## src/rtl/ram8_access_port_if.sv

```systemverilog
// Request/response bus for the RAM8 access port: single-beat writes, 1-8 beat wrapping reads.
interface ram8_access_port_if #(
  parameter int WIDTH = 16
);
  logic             req_valid;
  logic             req_ready;
  logic             req_we;
  logic [2:0]       req_addr;
  logic [2:0]       req_len;
  logic [WIDTH-1:0] req_wdata;
  logic             rsp_valid;
  logic             rsp_ready;
  logic [WIDTH-1:0] rsp_rdata;
  logic             rsp_last;
  logic             rsp_write;

  modport master (
    output req_valid, req_we, req_addr, req_len, req_wdata, rsp_ready,
    input  req_ready, rsp_valid, rsp_rdata, rsp_last, rsp_write
  );

  modport slave (
    input  req_valid, req_we, req_addr, req_len, req_wdata, rsp_ready,
    output req_ready, rsp_valid, rsp_rdata, rsp_last, rsp_write
  );
endinterface

```

## src/rtl/ram8_access_port.sv

```systemverilog
// 8 x WIDTH register file behind a valid/ready port; writes are acked with one beat,
// reads return a burst that wraps within the 8 words.
module ram8_word #(
  parameter int               WIDTH      = 16,
  parameter logic [WIDTH-1:0] INIT_VALUE = '0
) (
  input  logic             clk,
  input  logic             rst_n,
  input  logic             we,
  input  logic [WIDTH-1:0] d,
  output logic [WIDTH-1:0] q
);
  always_ff @(posedge clk or negedge rst_n) begin
    if (!rst_n)  q <= INIT_VALUE;
    else if (we) q <= d;
  end
endmodule

module ram8_access_port #(
  parameter int               WIDTH      = 16,
  parameter logic [WIDTH-1:0] INIT_VALUE = '0
) (
  input  logic               clk,
  input  logic               rst_n,
  ram8_access_port_if.slave  bus
);
  localparam logic [1:0] IDLE   = 2'd0;
  localparam logic [1:0] WACK   = 2'd1;
  localparam logic [1:0] RBURST = 2'd2;

  logic [1:0]            state;
  logic [2:0]            cur_addr;
  logic [2:0]            count;
  logic [2:0]            next_addr;
  logic                  rsp_valid_q;
  logic                  rsp_last_q;
  logic                  rsp_write_q;
  logic [WIDTH-1:0]      rsp_rdata_q;
  logic                  accept;
  logic [7:0]            word_we;
  logic [7:0][WIDTH-1:0] words;

  assign bus.req_ready = (state == IDLE);
  assign bus.rsp_valid = rsp_valid_q;
  assign bus.rsp_last  = rsp_last_q;
  assign bus.rsp_write = rsp_write_q;
  assign bus.rsp_rdata = rsp_rdata_q;

  assign accept    = bus.req_valid & bus.req_ready;
  assign next_addr = cur_addr + 3'd1;

  // Load-enable decode: storage only changes on an accepted write, which happens in IDLE,
  // so a burst in flight always sees a stable snapshot.
  for (genvar g = 0; g < 8; g++) begin : g_word
    assign word_we[g] = accept & bus.req_we & (bus.req_addr == 3'(g));
    ram8_word #(.WIDTH(WIDTH), .INIT_VALUE(INIT_VALUE)) u_word (
      .clk   (clk),
      .rst_n (rst_n),
      .we    (word_we[g]),
      .d     (bus.req_wdata),
      .q     (words[g])
    );
  end

  always_ff @(posedge clk or negedge rst_n) begin
    if (!rst_n) begin
      state       <= IDLE;
      cur_addr    <= '0;
      count       <= '0;
      rsp_valid_q <= 1'b0;
      rsp_last_q  <= 1'b0;
      rsp_write_q <= 1'b0;
      rsp_rdata_q <= INIT_VALUE;
    end else begin
      case (state)
        IDLE: begin
          if (accept) begin
            rsp_valid_q <= 1'b1;
            if (bus.req_we) begin
              state       <= WACK;
              rsp_write_q <= 1'b1;
              rsp_last_q  <= 1'b1;
              rsp_rdata_q <= INIT_VALUE;
            end else begin
              state       <= RBURST;
              cur_addr    <= bus.req_addr;
              count       <= bus.req_len;
              rsp_write_q <= 1'b0;
              rsp_last_q  <= (bus.req_len == 3'd0);
              rsp_rdata_q <= words[bus.req_addr];
            end
          end
        end
        WACK: begin
          if (bus.rsp_ready) begin
            state       <= IDLE;
            rsp_valid_q <= 1'b0;
            rsp_write_q <= 1'b0;
            rsp_last_q  <= 1'b0;
          end
        end
        RBURST: begin
          if (bus.rsp_ready) begin
            if (count != 3'd0) begin
              // Next beat loaded on the handshake edge so beats run back-to-back.
              cur_addr    <= next_addr;
              count       <= count - 3'd1;
              rsp_rdata_q <= words[next_addr];
              rsp_last_q  <= (count == 3'd1);
            end else begin
              state       <= IDLE;
              rsp_valid_q <= 1'b0;
              rsp_last_q  <= 1'b0;
            end
          end
        end
        default: state <= IDLE;
      endcase
    end
  end
endmodule

```

## src/flat_wrapper.sv

```systemverilog
// flat-port wrapper written by rule: the top's interface ports become plain ports
module ram8_access_port_flat 
#(
  parameter int               WIDTH      = 16,
  parameter logic [WIDTH-1:0] INIT_VALUE = '0
)
  (clk, rst_n, bus_req_valid, bus_req_we, bus_req_addr, bus_req_len, bus_req_wdata, bus_rsp_ready, bus_req_ready, bus_rsp_valid, bus_rsp_rdata, bus_rsp_last, bus_rsp_write);
  ram8_access_port_if #(.WIDTH(WIDTH)) bus_i ();
  input  logic clk;
  input  logic rst_n;
  input wire logic [$bits(bus_i.req_valid)-1:0] bus_req_valid;
  input wire logic [$bits(bus_i.req_we)-1:0] bus_req_we;
  input wire logic [$bits(bus_i.req_addr)-1:0] bus_req_addr;
  input wire logic [$bits(bus_i.req_len)-1:0] bus_req_len;
  input wire logic [$bits(bus_i.req_wdata)-1:0] bus_req_wdata;
  input wire logic [$bits(bus_i.rsp_ready)-1:0] bus_rsp_ready;
  output wire logic [$bits(bus_i.req_ready)-1:0] bus_req_ready;
  output wire logic [$bits(bus_i.rsp_valid)-1:0] bus_rsp_valid;
  output wire logic [$bits(bus_i.rsp_rdata)-1:0] bus_rsp_rdata;
  output wire logic [$bits(bus_i.rsp_last)-1:0] bus_rsp_last;
  output wire logic [$bits(bus_i.rsp_write)-1:0] bus_rsp_write;
  assign bus_i.req_valid = bus_req_valid;
  assign bus_i.req_we = bus_req_we;
  assign bus_i.req_addr = bus_req_addr;
  assign bus_i.req_len = bus_req_len;
  assign bus_i.req_wdata = bus_req_wdata;
  assign bus_i.rsp_ready = bus_rsp_ready;
  assign bus_req_ready = bus_i.req_ready;
  assign bus_rsp_valid = bus_i.rsp_valid;
  assign bus_rsp_rdata = bus_i.rsp_rdata;
  assign bus_rsp_last = bus_i.rsp_last;
  assign bus_rsp_write = bus_i.rsp_write;
  ram8_access_port #(.WIDTH(WIDTH), .INIT_VALUE(INIT_VALUE)) u_core (.clk(clk), .rst_n(rst_n), .bus(bus_i));
endmodule
```

## config.mk

```make
export PLATFORM = sky130hd
export DESIGN_NAME = ram8_access_port_flat
export DESIGN_NICKNAME = d
export VERILOG_FILES = /design/src/rtl/ram8_access_port_if.sv /design/src/rtl/ram8_access_port.sv /design/src/flat_wrapper.sv
export SDC_FILE = /design/constraint.sdc
export NUM_CORES = 1
export LEC_CHECK = 0
export CAP_MARGIN = 30
export CORE_MARGIN = 5
export CORE_UTILIZATION = 35
export DETAILED_ROUTE_END_ITERATION = 8
export PLACE_DENSITY = 0.49
export SLEW_MARGIN = 20
export SYNTH_ARGS = -nofsm -noshare
export SYNTH_HDL_FRONTEND = slang
export SYNTH_SLANG_ARGS = --single-unit
```

## constraint.sdc

```tcl
create_clock -name clk -period 2.6 [get_ports clk]
set_clock_uncertainty 0.2 [all_clocks]
set_input_delay 0.39 -clock clk [delete_from_list [all_inputs] [get_ports clk]]
set_output_delay 0.39 -clock clk [all_outputs]
set_load 0.01 [all_outputs]
```

run_1/congestion.png
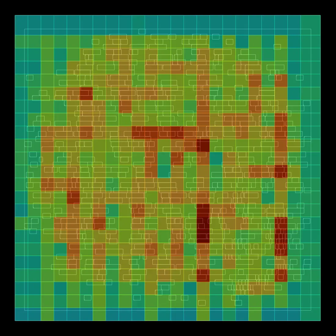
busiest layer in global routing: met2
total global-route track usage: 16.4%
met2 usage: 25.3%

run_1/layer_met2.png
Scale bar: 50 um.
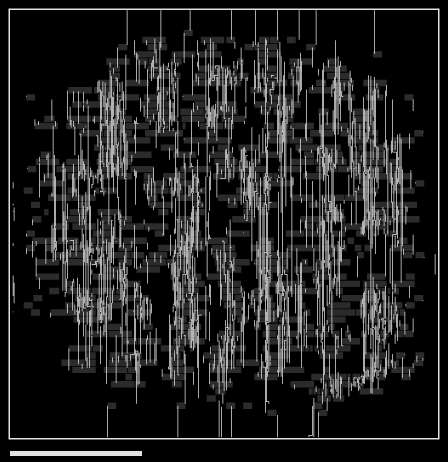
The wires run mostly vertical. The longest straight run is 68.3 um. 579 nets have wire on it. The layer holds 47% of the routed length. The layer carries 9730 um of wire.

==> flow_metrics.py, run 1 <==
# Auto-generated metrics
metrics = {
    "outcome": {
        "status": "finished, final reports clean",
    },
    "clock_tree": {
        "cts_hold_buf": 1,
        "cts_setup_buffers": 0,
        "cts_tree": "done",
        "clock-root-buffer": "clkbuf_16",
        "numCtsBuffers": 17,
        "htree_levels": 4,
    },
    "detailed_routing": {
        "routed.top_layer": "met4",
        "remaining_drc_errors": 0,
        "drt_iter0_markers": 354,
    },
    "pwr": {
        "leakage_nw": 4.11,
    },
    "placed_design": {
        "routabilityCongestion": 0.782,
        "dp_hpwl_um": 13100,
    },
    "logic_synthesis": {
        "ys.flops": 155,
        "edf_count": 0,
        "syn-num-nets": 570,
        "yosysChipArea_um2": 8120,
        "synthSimpleGateAreaFrac_pct": 3.10,
        "adder_share_pct": 1.23,
        "topCombFamilyByArea": "multiplexers",
        "netlist_instances": 535,
    },
    "setup_path": {
        "path_max_fanout": 6,
        "crit_path_end_kind": "output pin",
        "slowest_delay_ps": 540,
        "arrival_ps": 1820,
    },
    "sta": {
        "setup_violations": 0,
    },
    "grt": {
        "grt_pass1_wl_um": 32900,
        "grt_overflow_total": 0,
    },
    "cells_and_area": {
        "synthToLayoutAreaGrowth_pct": 19.7,
        "ff_latch_area_um2": 3880,
        "num_antenna_cells": 0,
        "logic_area_um2": 3970,
        "fillers": 2047,
    },
    "die": {
        "pin_count": 47,
        "core_area_um2": 22800,
    },
}
run_1/layer_met1.png
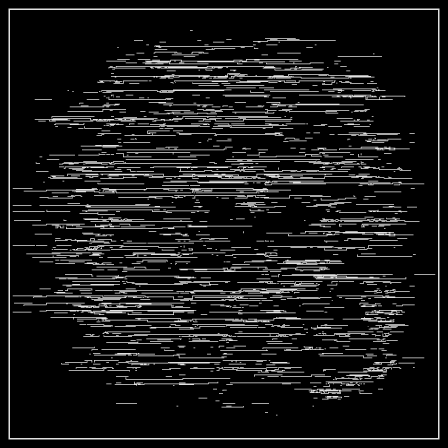
The layer holds 48% of the routed length. 584 nets have wire on it. The longest straight run is 41.4 um. The wires run mostly horizontal.

[run 1: final cells by class]
cell class	count	area share [%]
tap	313	4.03
timing repair buffer	85	8.97
clock buffer	22	4.88
sequential	155	39.9
clock inverter	6	0.940
multi-input combinational	333	40.9
inverter	10	0.386
[run 1: power by group through the flow]
stage	Combinational (mW)	Sequential [mW]	Clock (mW)
floorplan	3.40	4.19	0
global placement	4.69	4.37	0
detailed placement	4.78	4.44	0
CTS	4.80	4.40	2.51
global route	5.14	4.55	2.61
finish	4.73	4.42	2.45
[run 1: path summary, 6_finish.rpt]
kind                                       from                       endpoint  depth (start not counted)
min in group asynchronous                 rst_n            u_core.bus.rsp_last                          2
worst max-delay path            u_core.state[0]                  bus_req_ready                          4
worst min register to register  u_core.count[1]                u_core.count[1]                          2
worst min-delay path            bus_req_addr[0]             u_core.cur_addr[0]                          3
worst max register to register  u_core.state[0]  u_core.g_word[4].u_word.q[12]                          7
max in group asynchronous                 rst_n  u_core.g_word[2].u_word.q[15]                          3
[run 1: metrics by stage]
step | utilization, % | area (um^2) | std cells | total power [mW] | setup slack (ps)
final | 42.7 | 9720 | 924 | 11.6 | 192
after CTS | 42.7 | 9720 | 924 | 11.7 | 182
after detailed placement | 40.1 | 9140 | 895 | 9.22 | 194
after global placement | 40.1 | 9140 | 895 | 9.06 | 191
after global routing | 42.7 | 9720 | 924 | 12.3 | 110
after floorplan | - | 8120 | 535 | 7.58 | 306
[run 1: sequential cells by signal, indices dropped and copies added, names as in the netlist]
signal / count
u_core.cur_addr: 3
u_core.bus.rsp_last: 1
u_core.bus.rsp_valid: 1
u_core.count: 3
u_core.bus.rsp_write: 1
u_core.g_word.u_word.q: 128
u_core.bus.rsp_rdata: 16
u_core.state: 2
## Run 2: what changed since run 1
==> constraint.sdc (replaced) <==
create_clock -name clk -period 3.1 [get_ports clk]
set_clock_uncertainty 0.2 [all_clocks]
set_input_delay 0.465 -clock clk [delete_from_list [all_inputs] [get_ports clk]]
set_output_delay 0.465 -clock clk [all_outputs]
set_load 0.01 [all_outputs]
run_2/layer_met1.png
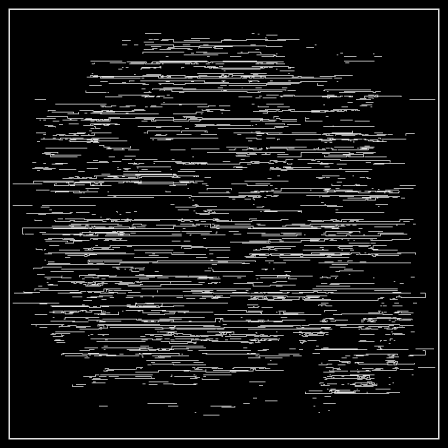
The layer carries 9700 um of wire. The layer holds 47% of the routed length. The wires run mostly horizontal. 578 nets have wire on it.

run_2/layer_met2.png
Scale bar: 50 um.
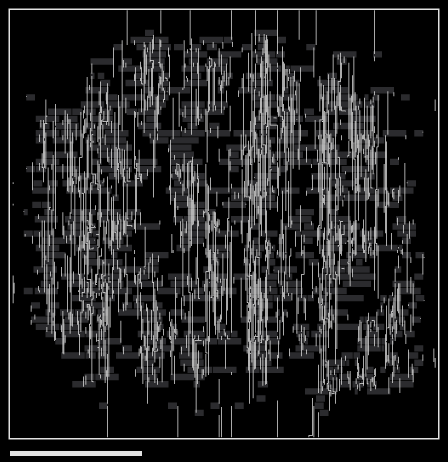
The longest straight run is 57.1 um. The layer carries 9740 um of wire. The wires run mostly vertical.

==> flow_metrics.py, run 2 <==
# Auto-generated metrics
metrics = {
    "clock_tree": {
        "cts_tree": "done",
        "numCtsBuffers": 17,
    },
    "cells_and_area": {
        "top_register": "u_core.g_word.u_word.q",
        "largest_reg_flops": 128,
        "synthToLayoutAreaGrowth_pct": 20.4,
    },
    "logic_synthesis": {
        "ys.flops": 155,
        "netlist_instances": 535,
        "edf_count": 0,
    },
    "hold_path": {
        "min_to": "u_core.cur_addr[1]",
    },
    "placed_design": {
        "post-place-cells": 889,
        "routabilityCongestion": 0.767,
        "dp_hpwl_um": 12900,
    },
    "detailed_routing": {
        "routed.top_layer": "met4",
    },
    "setup_path": {
        "slowest_delay_ps": 580,
        "crit_path_end_kind": "output pin",
        "path_max_fanout": 7,
        "r2r_end": "u_core.g_word[4].u_word.q[9]",
        "crit_path_start": "u_core.state[0]",
    },
    "grt": {
        "use_met2_pct": 25.2,
        "grt_overflow_total": 0,
        "grt_use_total_pct": 16.3,
        "top_usage_layer": "met2",
    },
    "pwr": {
        "leakage_nw": 4.13,
    },
    "outcome": {
        "status": "finished, final reports clean",
    },
    "sta": {
        "setup_violations": 0,
    },
}
-- run 2: power by group --
part / switching [mW] / total (mW) / internal [mW]
Combinational: 1.55 / 3.86 / 2.30
Sequential: 0.707 / 3.69 / 2.99
Clock: 0.850 / 2.54 / 1.69
-- run 2: what timing repair did --
action,4_1_cts,5_1_grt
hold endpoints to repair,41,0
hold buffers,1,0
gates resized,0,0
-- run 2: layout make-up --
cell class | instances | area, um^2
clock buffers | 20 | 447
multi-input cells | 333 | 3970
repair buffers | 79 | 790
flip-flops and latches | 155 | 3880
well taps | 313 | 392
fillers | 2076 | 13000
clock inverters | 11 | 264
inverters | 10 | 37.5
-- run 2: kinds of logic after synthesis --
| logic type | after synthesis | share of synthesized area, % |
|---|---|---|
| mux | 209 | 38.8 |
| flops | 155 | 47.8 |
| compound gates | 70 | 5.61 |
| buf+inv | 47 | 3.45 |
| simple gates | 45 | 3.10 |
| fa+ha+maj | 8 | 1.23 |
| xor+xnor | 1 | 0.108 |
-- run 2: critical path, delay by kind of cell (launching register included) --
family                   cells  cell delay (ps)
adder cells (fa/ha/maj)      1              290
buffers and inverters        2              690
flip-flops                   1              400
-- run 2: how the worst max path moves through the flow --
| stage | to | cells after the start |
|---|---|---|
| finish | bus_req_ready | 3 |
| detailed placement | u_core.bus.rsp_rdata[9] | 6 |
| global placement | u_core.bus.rsp_rdata[9] | 6 |
| floorplan | u_core.g_word[0].u_word.q[10] | 8 |
| CTS | bus_req_ready | 3 |
| global route | u_core.cur_addr[0] | 7 |
-- run 2: metrics by stage --
step	power (mW)	cell area (um^2)	utilization, %	setup slack [ps]
after floorplan	6.36	8120	-	806
after global placement	7.50	9060	39.8	448
after detailed placement	7.61	9060	39.8	411
after CTS	10.2	9780	42.9	600
after global routing	10.7	9780	42.9	424
final	10.1	9780	42.9	629
## Run 3: what changed since run 2
--- a/config.mk
+++ b/config.mk
@@ -9,7 +9,7 @@
 export CORE_MARGIN = 5
 export CORE_UTILIZATION = 35
 export DETAILED_ROUTE_END_ITERATION = 8
-export PLACE_DENSITY = 0.49
+export PLACE_DENSITY = 0.5
 export SLEW_MARGIN = 20
 export SYNTH_ARGS = -nofsm -noshare
 export SYNTH_HDL_FRONTEND = slang
==> constraint.sdc (replaced) <==
create_clock -name clk -period 2.1 [get_ports clk]
set_clock_uncertainty 0.2 [all_clocks]
set_input_delay 0.315 -clock clk [delete_from_list [all_inputs] [get_ports clk]]
set_output_delay 0.315 -clock clk [all_outputs]
set_load 0.01 [all_outputs]
run_3/layer_met4.png
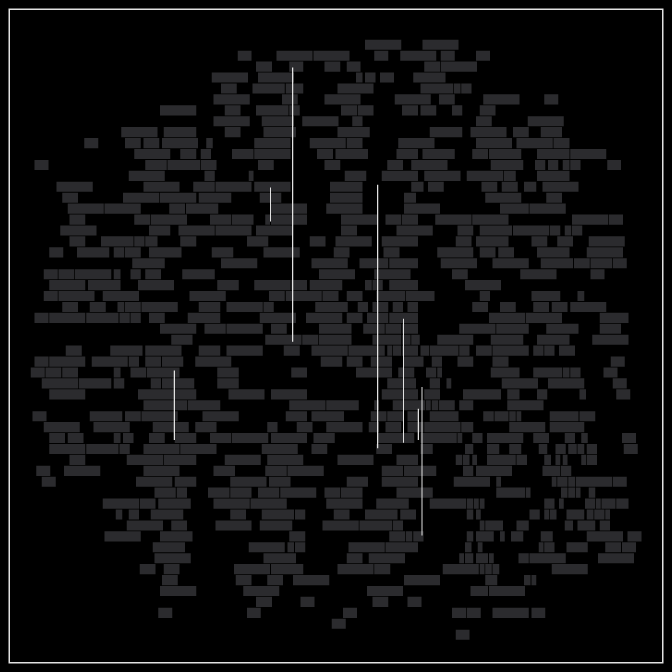
The wires run mostly vertical. 6 nets have wire on it. The layer holds 1.1% of the routed length. The layer carries 233 um of wire. The longest straight run is 68.0 um.

run_3/layer_met3.png
Scale bar: 50 um.
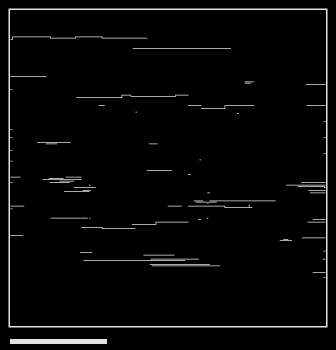
The layer holds 4.0% of the routed length. The longest straight run is 52.0 um. 60 nets have wire on it.

==> flow_metrics.py, run 3 <==
# Auto-generated metrics
metrics = {
    "logic_synthesis": {
        "ys.flops": 155,
        "yosysChipArea_um2": 8120,
        "netlist_instances": 535,
    },
    "setup_path": {
        "timing.rr.start": "u_core.state[0]",
        "critPathBufInv": 2,
        "crit_path_end_kind": "register",
    },
    "cells_and_area": {
        "num_antenna_cells": 0,
        "top_register": "u_core.g_word.u_word.q",
        "logic_area_um2": 4120,
        "clkbuf_count": 19,
        "inverters_excl_clock": 10,
        "largest_reg_flops": 128,
    },
    "clock_tree": {
        "cts_tree": "done",
        "cts_hold_buf": 1,
    },
    "sta": {
        "setup_violations": 21,
        "worst_slack_ps": -22.4,
    },
    "pwr": {
        "p_int_mw": 10.0,
        "leakage_nw": 4.29,
    },
    "outcome": {
        "status": "complete, but fails checks",
        "violations": "negative setup slack",
    },
    "grt": {
        "grt_pass1_wl_um": 33400,
    },
}
## run 3: netlist changes by cell type in the layout (fill, tap and decap cells not counted), sizes merged
cell / change
bufinv: -7
inv: +5
clkdlybuf4s50: -1
dlygate4sd2: +1
buf: +22
clkinvlp: +1
clkinv: +3
clkbuf: -1
## run 3: per-layer routing
metal	wire length (um)	vias to the layer above	share of wire, %
met2	10200	116	48
met5	0	-	0
met4	233	0	1.1
met1	9960	2736	47
li1	-	2236	-
met3	855	18	4.0
## run 3: kinds of logic (layout without fill, tap and decap cells)
kind of cell             Yosys count  count (layout)  synth area share (%)
XOR/XNOR                           1               1                 0.108
buffers and inverters             47             143                  3.45
flip-flops                       155             155                  47.8
adder cells (fa/ha/maj)            8               8                  1.23
multiplexers                     209             209                  38.8
AND/OR/NAND/NOR                   45              45                  3.10
AND-OR/OR-AND                     70              70                  5.61
## run 3: stage by stage
stage	power [mW]	TNS [ps]	std cells	area, um^2
after detailed placement	11.7	-22920	910	9360
after CTS	14.8	-56.4	943	9960
after floorplan	9.43	-789	535	8150
final	14.9	-176	944	10100
after global routing	15.8	-2470	944	10100
after global placement	11.5	-20340	910	9360
## run 3: tightest hold or removal path: cells and delay by family
family / cells / cell delay (ps)
buf+inv: 2 / 240
compound gates: 1 / 140
## run 3: power groups by stage
| stage | Clock [mW] | Sequential [mW] | Combinational [mW] |
|---|---|---|---|
| detailed placement | 0 | 5.50 | 6.22 |
| CTS | 3.09 | 5.46 | 6.27 |
| finish | 3.01 | 5.49 | 6.39 |
| floorplan | 0 | 5.19 | 4.24 |
| global placement | 0 | 5.38 | 6.12 |
| global route | 3.22 | 5.68 | 6.91 |
Power and IR drop assume default switching activity.
